**config.mk**
```make
export PLATFORM = sky130hd
export DESIGN_NAME = bss_seq_flat
export DESIGN_NICKNAME = d
export VERILOG_FILES = /design/src/rtl/bss_pkg.sv /design/src/rtl/bss_seq_if.sv /design/src/rtl/bss_seq_fs_bit.sv /design/src/rtl/bss_seq.sv /design/src/flat_wrapper.sv
export SDC_FILE = /design/constraint.sdc
export NUM_CORES = 1
export LEC_CHECK = 0
export ABC_AREA = 1
export CORE_MARGIN = 2
export CORE_UTILIZATION = 55
export DETAILED_ROUTE_END_ITERATION = 10
export GPL_TIMING_DRIVEN = 0
export PLACE_DENSITY = 0.83
export SKIP_CTS_REPAIR_TIMING = 1
export SYNTH_ARGS = -nofsm -noshare
export SYNTH_HDL_FRONTEND = slang
export SYNTH_HIERARCHICAL = 1
export SYNTH_SLANG_ARGS = --single-unit
```
**constraint.sdc**
```tcl
create_clock -name clk -period 3.3 [get_ports clk]
set_input_delay 0.99 -clock clk [delete_from_list [all_inputs] [get_ports clk]]
set_output_delay 0.99 -clock clk [all_outputs]
set_load 0.01 [all_outputs]
```
**src/rtl/bss_pkg.sv**
```systemverilog
//------------------------------------------------------------------------------
// Module  : bss_pkg
// Brief   : Shared state encoding and default width for the bit-serial subtractor.
// Revision: 1.0
//------------------------------------------------------------------------------
`default_nettype none

package bss_pkg;

  localparam int BSS_WIDTH = 8;

  localparam logic [1:0] S_IDLE  = 2'd0;
  localparam logic [1:0] S_SHIFT = 2'd1;
  localparam logic [1:0] S_DONE  = 2'd2;

  typedef enum logic [1:0] {
    ST_IDLE  = S_IDLE,
    ST_SHIFT = S_SHIFT,
    ST_DONE  = S_DONE
  } state_t;

endpackage

`default_nettype wire

```
**src/rtl/bss_seq_if.sv**
```systemverilog
//------------------------------------------------------------------------------
// Module  : bss_seq_if
// Brief   : start/done handshake and operand/result bus; BSS_SIGNED_OVF_EN adds ovf.
// Revision: 1.0
//------------------------------------------------------------------------------
`default_nettype none

interface bss_seq_if
  import bss_pkg::*;
#(
  parameter int WIDTH = BSS_WIDTH
) ();

  logic             start;
  logic [WIDTH-1:0] a;
  logic [WIDTH-1:0] b;
  logic [WIDTH-1:0] diff;
  logic             bout;
  logic             busy;
  logic             done;

`ifdef BSS_SIGNED_OVF_EN
  logic             ovf;

  modport master (output start, a, b, input diff, bout, busy, done, ovf);
  modport slave  (input start, a, b, output diff, bout, busy, done, ovf);
`else
  modport master (output start, a, b, input diff, bout, busy, done);
  modport slave  (input start, a, b, output diff, bout, busy, done);
`endif

endinterface

`default_nettype wire

```
**src/rtl/bss_seq_fs_bit.sv**
```systemverilog
//------------------------------------------------------------------------------
// Module  : fs_bit
// Brief   : Combinational 1-bit full subtractor (x - y - bin).
// Revision: 1.0
//------------------------------------------------------------------------------
`default_nettype none

module fs_bit (
  input  logic x,
  input  logic y,
  input  logic bin,
  output logic d,
  output logic bo
);

  assign d  = x ^ y ^ bin;
  assign bo = (~x & y) | (~(x ^ y) & bin);

endmodule

`default_nettype wire

```
**src/rtl/bss_seq.sv**
```systemverilog
//------------------------------------------------------------------------------
// Module  : bss_seq
// Brief   : Bit-serial subtractor diff = a - b, LSB first, with final borrow.
//           Optional macro BSS_SIGNED_OVF_EN adds a signed-overflow output.
// Revision: 1.0
//------------------------------------------------------------------------------
`default_nettype none

module bss_seq
  import bss_pkg::*;
#(
  parameter int WIDTH = BSS_WIDTH
) (
  input  logic     clk,
  input  logic     rst,
  bss_seq_if.slave bus
);

  localparam int                 c_cnt_w    = $clog2(WIDTH + 1);
  localparam logic [c_cnt_w-1:0] c_cnt_last = c_cnt_w'(WIDTH - 1);
  localparam logic [c_cnt_w-1:0] c_cnt_one  = c_cnt_w'(1);

  state_t             r_state;
  state_t             w_state_nxt;
  logic [WIDTH-1:0]   r_sa;
  logic [WIDTH-1:0]   r_sb;
  logic [WIDTH-1:0]   r_acc;
  logic [WIDTH-1:0]   r_diff;
  logic [c_cnt_w-1:0] r_cnt;
  logic               r_br;
  logic               r_bout;
  logic               r_busy;
  logic               r_done;
  logic               w_d;
  logic               w_bo;
  logic               w_load;
  logic               w_last;

  fs_bit u_fs_bit (
    .x   (r_sa[0]),
    .y   (r_sb[0]),
    .bin (r_br),
    .d   (w_d),
    .bo  (w_bo)
  );

  always_ff @(posedge clk or negedge rst) begin
    if (!rst) begin
      r_state <= ST_IDLE;
    end else begin
      r_state <= w_state_nxt;
    end
  end

  always_comb begin
    w_state_nxt = r_state;
    w_load      = 1'b0;
    w_last      = 1'b0;
    case (r_state)
      ST_IDLE: begin
        if (bus.start) begin
          w_load      = 1'b1;
          w_state_nxt = ST_SHIFT;
        end
      end
      ST_SHIFT: begin
        if (r_cnt == c_cnt_last) begin
          w_last      = 1'b1;
          w_state_nxt = ST_DONE;
        end
      end
      ST_DONE: w_state_nxt = ST_IDLE;
      default: w_state_nxt = ST_IDLE;
    endcase
  end

  // busy/done come from the next state so they line up with the state register.
  always_ff @(posedge clk or negedge rst) begin
    if (!rst) begin
      r_sa   <= '0;
      r_sb   <= '0;
      r_acc  <= '0;
      r_diff <= '0;
      r_cnt  <= '0;
      r_br   <= 1'b0;
      r_bout <= 1'b0;
      r_busy <= 1'b0;
      r_done <= 1'b0;
    end else begin
      r_busy <= (w_state_nxt != ST_IDLE);
      r_done <= (w_state_nxt == ST_DONE);
      if (w_load) begin
        r_sa  <= bus.a;
        r_sb  <= bus.b;
        r_acc <= '0;
        r_br  <= 1'b0;
        r_cnt <= '0;
      end else if (r_state == ST_SHIFT) begin
        r_sa  <= {1'b0, r_sa[WIDTH-1:1]};
        r_sb  <= {1'b0, r_sb[WIDTH-1:1]};
        r_acc <= {w_d, r_acc[WIDTH-1:1]};
        r_br  <= w_bo;
        r_cnt <= r_cnt + c_cnt_one;
        if (w_last) begin
          r_diff <= {w_d, r_acc[WIDTH-1:1]};
          r_bout <= w_bo;
        end
      end
    end
  end

`ifdef BSS_SIGNED_OVF_EN
  logic r_ovf;

  // In the last SHIFT cycle bit 0 of each operand register holds its sign bit.
  always_ff @(posedge clk or negedge rst) begin
    if (!rst) begin
      r_ovf <= 1'b0;
    end else if (w_last) begin
      r_ovf <= (r_sa[0] != r_sb[0]) && (w_d != r_sa[0]);
    end
  end

  assign bus.ovf = r_ovf;
`endif

  assign bus.diff = r_diff;
  assign bus.bout = r_bout;
  assign bus.busy = r_busy;
  assign bus.done = r_done;

endmodule

`default_nettype wire

```
**src/flat_wrapper.sv**
```systemverilog
// flat-port wrapper written by rule: the top's interface ports become plain ports
module bss_seq_flat import bss_pkg::*;
#(
  parameter int WIDTH = BSS_WIDTH
)
  (clk, rst, bus_start, bus_a, bus_b, bus_diff, bus_bout, bus_busy, bus_done);
  bss_seq_if #(.WIDTH(WIDTH)) bus_i ();
  input  logic clk;
  input  logic rst;
  input wire logic [$bits(bus_i.start)-1:0] bus_start;
  input wire logic [$bits(bus_i.a)-1:0] bus_a;
  input wire logic [$bits(bus_i.b)-1:0] bus_b;
  output wire logic [$bits(bus_i.diff)-1:0] bus_diff;
  output wire logic [$bits(bus_i.bout)-1:0] bus_bout;
  output wire logic [$bits(bus_i.busy)-1:0] bus_busy;
  output wire logic [$bits(bus_i.done)-1:0] bus_done;
  assign bus_i.start = bus_start;
  assign bus_i.a = bus_a;
  assign bus_i.b = bus_b;
  assign bus_diff = bus_i.diff;
  assign bus_bout = bus_i.bout;
  assign bus_busy = bus_i.busy;
  assign bus_done = bus_i.done;
  bss_seq #(.WIDTH(WIDTH)) u_core (.clk(clk), .rst(rst), .bus(bus_i));
endmodule
```
A small window of the routed layout:
Scale bar: 5 um. Window x 35 to 55, y 35 to 55 um. Cells in grey, sequential cells in the stronger grey; small squares are vias.
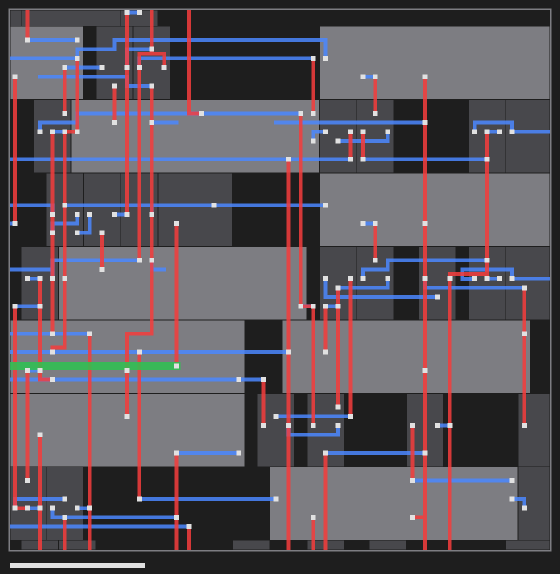
[metal 2] red
[metal 3] green
[metal 1] blue
cells with their middle in the window: 28
netlist names of flops here include: u_core/bus.diff (4), u_core/r_acc (4)
sequential cells in the window: 8
most frequent: nand2_1 (18), dfrtp_1 (8)

Metal 1:
Scale bar: 20 um.
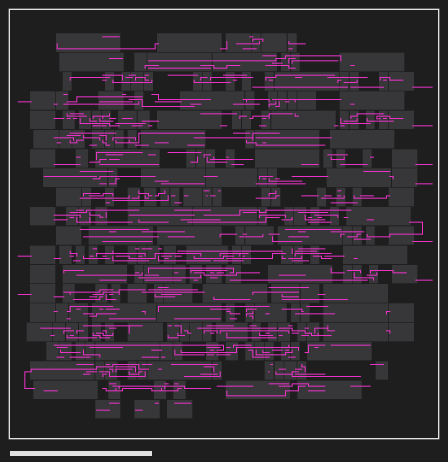
wire length on this layer: 1520 um
longest straight run: 23.9 um
share of all routed wire: 49%
main direction: horizontal

Wiring by layer:
Scale bar: 20 um. Two of the layers only.
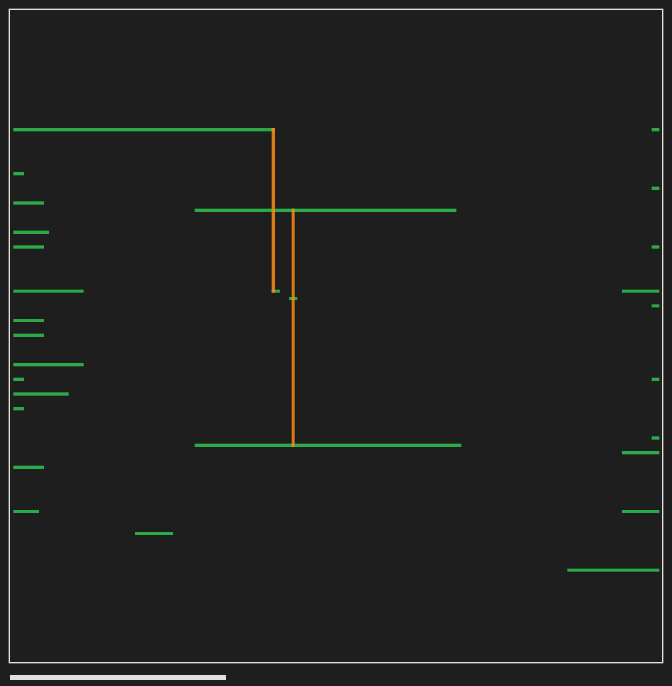
[metal 3] green | wire length: 133 um
[metal 4] orange | wire length: 36.7 um

Routing congestion map:
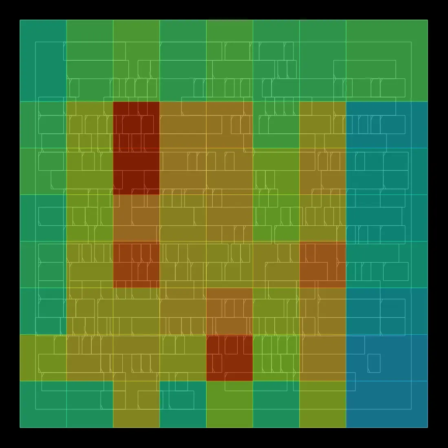
GRT Resource Usage Total: 20.8%
layer with the highest usage: met2
WL/cell: 11.3 um
global routing usage on met1: 28.4%

==> run summary <==
Synth top area share - 58.7%
Port buffer count - 28
Sw frac - 37.5%
Final Cell Area - 2130 um^2
Simple share - 32.1%
Logic gate fraction of the total cell area - 30.0%
Commonest Layout Cell - nand2_1
Detailed Route Iter0 Violations - 54
Max_cap viols - 0
Crit path time final - 2.23 ns
Finished Layout Cells - 276
HP Start - u_core/r_acc[7]$_DFFE_PN0P_
Layout non-clock buf frac - 15.2%
Top power group - sequential cells
XOR-XNOR Cells, Area Fraction - 0%
Status - finished, final reports clean
Yosys warns - 6
Layout cell share with drive strength beyond 1 - 8.62%
Inserted Diodes - 0
Clock Sinks - 41
Worst-margin pin slew - 0.867 ns
Worst setup path start - u_core/bus.diff[7]$_DFFE_PN0P_
Slew HR - 42.2%
# Cells Yosys - 197
Die Wd - 60.4 um
Combinational power share - 40.3%
Total core area - 3030 um^2
Mapped Cells - 197
DP Wirelength - 2.13 mm
Crit path launch type - flip-flop
Hold slack final - 0.480 ns
Final Skew - 0.00494 ns
Rows - 20
WP buf/inv - 1
Unique cell types - 20
Gr ovfl total - 0
Power figures rest on the tool's default switching activity, not on a simulated workload.
